[src/rtl/comparator_pkg.sv]
// Shared types and constants for the chunked magnitude comparator.
// The result encoding is the {gt,lt,eq} bus, exactly one-hot once valid.
package comparator_pkg;

  typedef enum logic [1:0] {
    IDLE    = 2'b00,
    COMPARE = 2'b01,
    DONE    = 2'b10
  } state_e;

  localparam logic [2:0] RES_GT = 3'b100;
  localparam logic [2:0] RES_LT = 3'b010;
  localparam logic [2:0] RES_EQ = 3'b001;

endpackage

[src/rtl/serial_comparator_chunk_compare.sv]
// Unsigned magnitude compare of a single CHUNK-bit slice.
// Purely combinational; the parent selects which slice is presented.
module chunk_compare #(
  parameter int CHUNK = 4
) (
  input  logic [CHUNK-1:0] ca,
  input  logic [CHUNK-1:0] cb,
  output logic             c_gt,
  output logic             c_lt
);

  assign c_gt = (ca > cb);
  assign c_lt = (ca < cb);

endmodule

[src/rtl/serial_comparator.sv]
// Multi-cycle WIDTH-bit magnitude comparator, CHUNK bits per clock from the MSB down.
// Signed operands are stored offset-binary so every chunk compare stays unsigned.
module serial_comparator
  import comparator_pkg::*;
#(
  parameter int WIDTH = 16,
  parameter int CHUNK = 4
) (
  input  logic             clk,
  input  logic             n_rst,
  input  logic             start,
  input  logic             signed_mode,
  input  logic [WIDTH-1:0] a,
  input  logic [WIDTH-1:0] b,
  output logic             busy,
  output logic             done,
  output logic             gt,
  output logic             lt,
  output logic             eq
);

  localparam int NCHUNK = WIDTH / CHUNK;
  localparam int IDXW   = (NCHUNK > 1) ? $clog2(NCHUNK) : 1;
  localparam logic [IDXW-1:0] IDX_TOP = IDXW'(NCHUNK - 1);

  if (((WIDTH % CHUNK) != 0) || (WIDTH < CHUNK) || (CHUNK < 1)) begin : g_param_check
    $error("serial_comparator: WIDTH must be a non-zero multiple of CHUNK");
  end

  state_e           state_q, state_d;
  logic [WIDTH-1:0] a_q, a_d, b_q, b_d;
  logic [IDXW-1:0]  idx_q, idx_d;
  logic             busy_q, busy_d, done_q, done_d;
  logic [2:0]       res_q, res_d;

  logic [WIDTH-1:0] flip_s, cap_a_s, cap_b_s;
  logic [CHUNK-1:0] ca_s, cb_s;
  logic             c_gt_s, c_lt_s;

  // Offset-binary conversion applied at capture time
  always_comb begin
    flip_s            = '0;
    flip_s[WIDTH-1]   = signed_mode;
    cap_a_s           = a ^ flip_s;
    cap_b_s           = b ^ flip_s;
  end

  // Select the chunk under comparison
  always_comb begin
    ca_s = a_q[idx_q*CHUNK +: CHUNK];
    cb_s = b_q[idx_q*CHUNK +: CHUNK];
  end

  chunk_compare #(.CHUNK(CHUNK)) u_chunk_compare (
    .ca   (ca_s),
    .cb   (cb_s),
    .c_gt (c_gt_s),
    .c_lt (c_lt_s)
  );

  // Next-state, capture and registered-output logic
  always_comb begin
    state_d = state_q;
    a_d     = a_q;
    b_d     = b_q;
    idx_d   = idx_q;
    busy_d  = 1'b0;
    done_d  = 1'b0;
    res_d   = res_q;
    case (state_q)
      IDLE, DONE: begin
        if (start) begin
          a_d     = cap_a_s;
          b_d     = cap_b_s;
          idx_d   = IDX_TOP;
          busy_d  = 1'b1;
          state_d = COMPARE;
        end else begin
          state_d = IDLE;
        end
      end
      COMPARE: begin
        if (c_gt_s) begin
          res_d   = RES_GT;
          done_d  = 1'b1;
          state_d = DONE;
        end else if (c_lt_s) begin
          res_d   = RES_LT;
          done_d  = 1'b1;
          state_d = DONE;
        end else if (idx_q == '0) begin
          res_d   = RES_EQ;
          done_d  = 1'b1;
          state_d = DONE;
        end else begin
          idx_d   = idx_q - IDXW'(1);
          busy_d  = 1'b1;
        end
      end
      default: begin
        state_d = IDLE;
      end
    endcase
  end

  // State and output registers
  always_ff @(posedge clk or negedge n_rst) begin
    if (!n_rst) begin
      state_q <= IDLE;
      a_q     <= '0;
      b_q     <= '0;
      idx_q   <= '0;
      busy_q  <= 1'b0;
      done_q  <= 1'b0;
      res_q   <= 3'b000;
    end else begin
      state_q <= state_d;
      a_q     <= a_d;
      b_q     <= b_d;
      idx_q   <= idx_d;
      busy_q  <= busy_d;
      done_q  <= done_d;
      res_q   <= res_d;
    end
  end

  assign busy         = busy_q;
  assign done         = done_q;
  assign {gt, lt, eq} = res_q;

endmodule

[config.mk]
export PLATFORM = sky130hd
export DESIGN_NAME = serial_comparator
export DESIGN_NICKNAME = d
export VERILOG_FILES = /design/src/rtl/comparator_pkg.sv /design/src/rtl/serial_comparator_chunk_compare.sv /design/src/rtl/serial_comparator.sv
export SDC_FILE = /design/constraint.sdc
export NUM_CORES = 1
export LEC_CHECK = 0
export CAP_MARGIN = 40
export CELL_PAD_IN_SITES_DETAIL_PLACEMENT = 0
export CELL_PAD_IN_SITES_GLOBAL_PLACEMENT = 1
export CORE_ASPECT_RATIO = 0.6
export CORE_MARGIN = 10
export CORE_UTILIZATION = 41
export CTS_CLUSTER_DIAMETER = 40
export DETAILED_ROUTE_END_ITERATION = 8
export PLACE_DENSITY = 0.77
export SLEW_MARGIN = 20
export SYNTH_ARGS = -nofsm -noshare
export SYNTH_HDL_FRONTEND = slang
export SYNTH_SLANG_ARGS = --single-unit
export TNS_END_PERCENT = 20
[constraint.sdc]
create_clock -name clk -period 3.2 [get_ports clk]
set_input_delay 0.32 -clock clk [delete_from_list [all_inputs] [get_ports clk]]
set_output_delay 0.32 -clock clk [all_outputs]
set_load 0.05 [all_outputs]
Fig. 1: run 1, routed metal per tile
22 x 15 tiles, from white (low) to dark blue (high), scaled to the fullest tile. Values are wire area over tile area, all layers added.
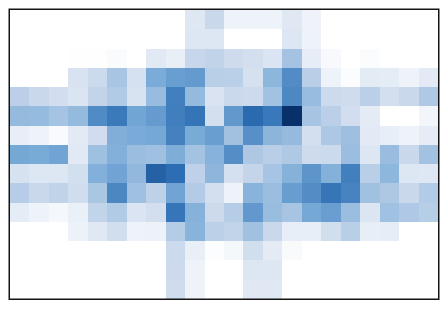
densest ninth of the die = middle
emptiest ninth of the die = bottom left
mean over tiles = 0.079
final WL: 3910 µm
DR vias: 1157
WL per Instance: 16.4 µm

Fig. 2: run 1, close-up of the layout
The bar under the picture is 5 µm long. Window x 44 to 64, y 41 to 61 µm. Cells in gray, sequential cells in the stronger gray; small squares are vias.
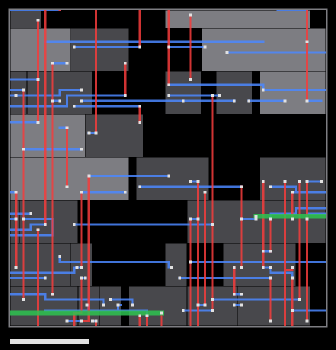
M2 -> red
M3 -> green
M1 -> blue
most frequent = inv_1 (3), dfrtp_1 (3)
sequential cells in the window = 3
cells with their middle in the window = 21

==> deck_impl_summary.md, run 1 <==
Synthesis and Place & Route Summary

Run status
  – Outcome: completed

Floorplan
  – Well Taps: 63
  – Core Area: 0.00452 mm²
  – FP Core Util: 41.9%
  – Chip area: 0.00783 mm²

Synthesis
  – Top cells by area: dfrtp_1, mux2_2, mux4_2, ha_1, a21oi_1
  – Top cells by count, synth: dfrtp_1, mux2_2, a21oi_1, mux4_2, inv_1
  – Adder share: 3.30%
  – Yosys cell types: 24
  – Aoi/oai-family share of the synthesized area: between 5 and 6%
  – Ys Warns: 0
  – Syn_area_per_cell: 14.7 µm²
  – Cell count listed in synth_stat.txt: 129
  – Syn Std Cell Area: 0.00189 mm²
  – Post-synthesis xor/xnor area fraction: less than 1%
  – Top area contributor share: 54.2%
  – Dominant kind of combinational cell: multiplexers
  – Synth top cell by count: dfrtp_1
  – Most common reg cell: dfrtp_1

Placement
  – Hpwl dp: just over 3000 µm
  – Placed inst area: roughly 0.0024 mm²
  – Final Wtd Congestion: 0.755

CTS
  – Worst-Skew Late Latency: 0.29 ns
  – CTS clk-pin slew, worst paths: around 0.080 ns
  – Postcts setup bufs: 0
  – H-tree depth: 2
  – Cts repair resizes: 0
  – CTS Sinks: ~40
  – CTS Root Cell: clkbuf_8

Setup path
  – Worst reg2reg setup slack: 0.57 ns
  – Required time of the critical path: 3.37 ns
  – Worst Setup End Kind: flip-flop
  – Slowest cell on crit path: mux4_2
  – Launch point of the worst path: idx_q[0]
  – RR Endpoint: res_q[2]
  – Cell Chain, Critical Path: buf_4 > mux4_2 > ha_1 > a21oi_1 > nand2_1 > a221o_1
  – Critical Path Sink: res_q[2]
  – Crit path max fanout: 8
  – Reg2reg path depth: 6
  – Arr. time, crit path: roughly 2.8 ns
  – WS Path Type: reg2reg
  – Worst path top cell family by delay: AND-OR/OR-AND gates
  – R2R Path Start: idx_q[0]
  – CP startpoint kind: flip-flop
  – CP Depth: 6
  – Crit path buf inv count: 1

STA
  – Final setup fails: 0
  – Min Tclk post-route: about 2.6 ns
  – Slew Limit Headroom: 65.8%
  – Final worst path period share: about 80%
  – RSZ-0062 raised after global routing: no
  – Hold slack final: between 0.5 and 0.6 ns
  – TNS Setup: 0 ns
  – Final Slew Violations: 0

Run
  – Max cap viols: 0
  – Tool Warnings: 26

Global routing
  – Largest net degree at the start of global routing: 39
  – First-pass GRT wire length: 6640 µm
  – Grt total ovfl: 0
  – GR Layer Usage met3: 4.85%
  – Overall global routing resource usage: 10.8%
  – Most Used Layer, Global Route: met2
  – GR Util met1: 14.5%
  – GR met2 Demand/Resource: between 10% and 20%

Cells and area
  – Buffers excl. clock: 44
  – Inverters, non-clock: 6
  – # clk buffers: 7
  – Buffering overhead: 17.9%
  – Multi-In Gates: 76
  – Clock network area share: under 10%
  – Biggest Area Class: flip-flops and latches
  – Final Core Density: 55.5%
  – Area Growth Syn to Fin: 32.3%
  – Layout cell share with drive strength beyond 1: between 30% and 40%
  – Fill cells: 383
  – Post-route cell area: 0.00251 mm²

Route
  – First-pass DRT Iterations: 4
  – Routed length on met2: ~1700 µm
  – Post-DRT Antenna Nets: 0
  – Met1 wire length: between 1500 and 2000 µm
  – Drt via density: 4.86
  – Metal3 WL: 282 µm
  – DRC viols: 0

Worst hold path
  – Tightest Hold Check Type: in2async

Power
  – P_clk: around 430 µW
  – Leak: 0.00106 µW
  – Combinational Power: 478 µW
  – Sw frac: 29.0%
  – Seq power: 679 µW
  – P_sw: between 400 and 500 µW
Fig. 3: run 1, clock nets
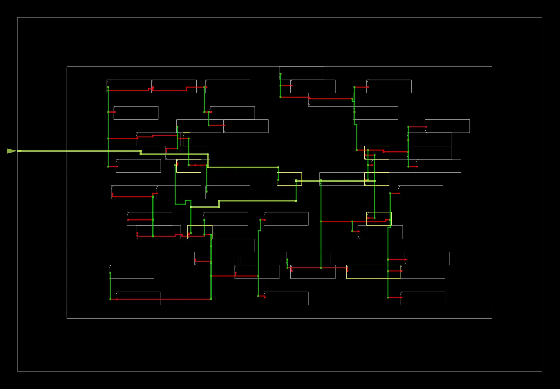
CTS Buf Count: 5
Worst Clk Skew: 0.00832 ns

Fig. 4: run 1, pin map
The bar under the picture is 20 µm long. Pins as bars across the die edge, other pins in gray.
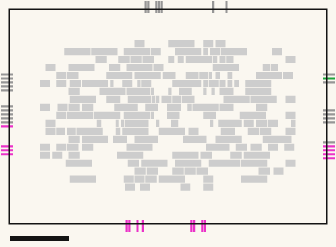
`a` -> magenta  # pins 16, direction input, edge 8 bottom, 4 right, 4 left
`lt` -> green  # pins 1, direction output, edge right
all pins by edge = 14 left, 12 right, 8 bottom, 7 top
die outline height: 72.7 µm
port buffer count: 40
Die Wd: 108 µm

run 1: cell usage in the layout (no fill, tap or decap), types with 2 or more instances in the layout:
master / instances
mux4_2: 8
clkdlybuf4s50_1: 39
nor2b_1: 2
mux2_2: 30
buf_4: 2
a21oi_1: 8
dfrtp_1: 41
or2_2: 2
clkbuf_8: 6
mux2i_1: 2
inv_1: 6
xnor2_1: 2
o21ai_0: 2
nand2_1: 2
nor2_1: 5
ha_1: 5
run 1: sequential cells by signal, indices dropped and copies added, names as in the netlist:
name	cells
a_q	16
res_q	3
b_q	16
busy	1
done	1
idx_q	2
state_q	2
run 1: per-stage QoR:
stage,setup slack [ns],instances
floorplan,0.789,129
global route,0.395,238
CTS,0.554,238
global placement,0.671,228
detailed placement,0.586,229
finish,0.572,238
Fig. 5: run 1, selected gate families
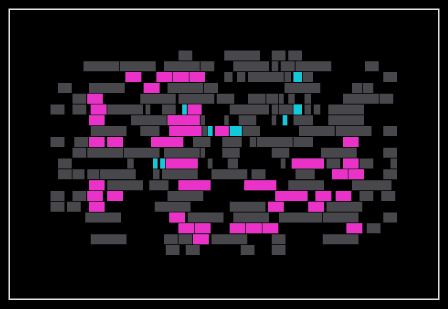

## Run 2: what changed since run 1
--- a/config.mk
+++ b/config.mk
@@ -10,10 +10,10 @@
 export CELL_PAD_IN_SITES_GLOBAL_PLACEMENT = 1
 export CORE_ASPECT_RATIO = 0.6
 export CORE_MARGIN = 10
-export CORE_UTILIZATION = 41
+export CORE_UTILIZATION = 37
 export CTS_CLUSTER_DIAMETER = 40
 export DETAILED_ROUTE_END_ITERATION = 8
-export PLACE_DENSITY = 0.77
+export PLACE_DENSITY = 0.73
 export SLEW_MARGIN = 20
 export SYNTH_ARGS = -nofsm -noshare
 export SYNTH_HDL_FRONTEND = slang
==> constraint.sdc (replaced) <==
create_clock -name clk -period 2.4 [get_ports clk]
set_input_delay 0.24 -clock clk [delete_from_list [all_inputs] [get_ports clk]]
set_output_delay 0.24 -clock clk [all_outputs]
set_load 0.05 [all_outputs]
Fig. 6: run 2, selected gate families
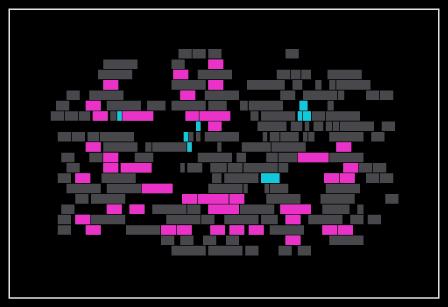
mux cells -> magenta  # cells 40, most used mux2_2
nor cells -> cyan  # cells 8, most used nor2_1, where middle

==> deck_impl_summary.md, run 2 <==
Synthesis and Place & Route Summary

Synthesis
  – Synth top cell by count: dfrtp_1
  – Ys Warns: 0
  – Most common reg cell: dfrtp_1
  – Syn_area_per_cell: 14.7 µm²
  – Dominant kind of combinational cell: multiplexers
  – Top area contributor share: between 50% and 60%
  – Cell count listed in synth_stat.txt: 129
  – Post-synthesis xor/xnor area fraction: less than 1%
  – Yosys cell types: 24
  – Adder share: 3.30%

Floorplan
  – Chip area: 0.00848 mm²
  – Core Area: 0.00500 mm²
  – Die outline height: 75.4 µm
  – FP Core Util: between 30% and 40%

Setup path
  – WS Path Type: reg2reg
  – Worst path top cell family by delay: multiplexers
  – Slowest cell on crit path: mux4_2
  – R2R Path Start: idx_q[0]
  – Crit path buf inv count: 1
  – Required time of the critical path: between 2 and 3 ns
  – Crit path max fanout: 8
  – Worst Setup End Kind: flip-flop
  – Cell Chain, Critical Path: buf_6 > mux4_2 > ha_4 > nand4_4 > a2111oi_4 > mux2i_1
  – Launch point of the worst path: idx_q[0]
  – Worst reg2reg setup slack: approximately 0.076 ns

Power
  – Leak: 0.00108 µW
  – Combinational Power: 816 µW
  – P_clk: 452 µW
  – P_sw: about 660 µW
  – Seq power: around 890 µW

Cells and area
  – Post-route cell area: between 0.002 and 0.003 mm²
  – Final Core Density: 51.9%
  – Non-Filler Instances: 247
  – Area Growth Syn to Fin: 37.3%
  – Leading registers by flop count: a_q x16, b_q x16, res_q x3
  – Dominant logic cell type in the layout: dfrtp_1

CTS
  – Worst-Skew Late Latency: 0.29 ns
  – CTS Buf Count: 5
  – Postcts setup bufs: 3
  – Cts repair resizes: 6
  – CTS Root Cell: clkbuf_8
  – H-tree depth: 2

STA
  – TNS Setup: 0 ns
  – Slew Limit Headroom: between 60 and 70%
  – Hold slack final: 0.370 ns
  – Final Slew Violations: 0
  – Final setup fails: 0
  – Min Tclk post-route: 2.32 ns
  – Final Worst Setup Slack: between 0.07 and 0.08 ns
  – Worst Clk Skew: 0.00431 ns

Route
  – Met1 wire length: between 1500 and 2000 µm
  – Routed length on met2: 1690 µm
  – DR vias: 1200
  – First-pass DRT Iterations: 4
  – DRC viols: 0
  – Post-DRT Antenna Nets: 0

Global routing
  – First-pass GRT wire length: 6760 µm
  – GR Util met1: 13.0%
  – Overall global routing resource usage: 9.86%
  – GR Layer Usage met3: 5.03%

Placement
  – Final Wtd Congestion: 0.777
  – Placed inst area: 0.00241 mm²
  – Hpwl dp: 2920 µm
  – Pre-CTS setup slack: between 0.000007 and 0.000008 ns
  – Port buffer count: 40

Run
  – Tool Warnings: 28

Run status
  – Outcome: completed
run 2: cell count changes in the layout (fill, tap and decap cells not counted), moves of 3 or more:
cell   previous run  this run
buf_4             2         6
buf_6             0         3
ha_1              5         2
ha_4              0         3
run 2: final cells by class:
| type | count | area [µm²] |
|---|---|---|
| fill | 432 | 2400 |
| sequential | 41 | 1030 |
| multi-input combinational | 76 | 878 |
| timing repair buffer | 51 | 504 |
| clock buffer | 7 | 86.3 |
| tap | 66 | 82.6 |
| inverter | 6 | 22.5 |
run 2: final timing paths:
path	cells after the start	end
max in group asynchronous	3	b_q[0]
min reg2reg	1	b_q[4]
min	2	a_q[1]
max reg2reg	6	idx_q[0]
max	6	idx_q[0]
min in group clk	1	b_q[4]
Power and IR drop assume default switching activity.
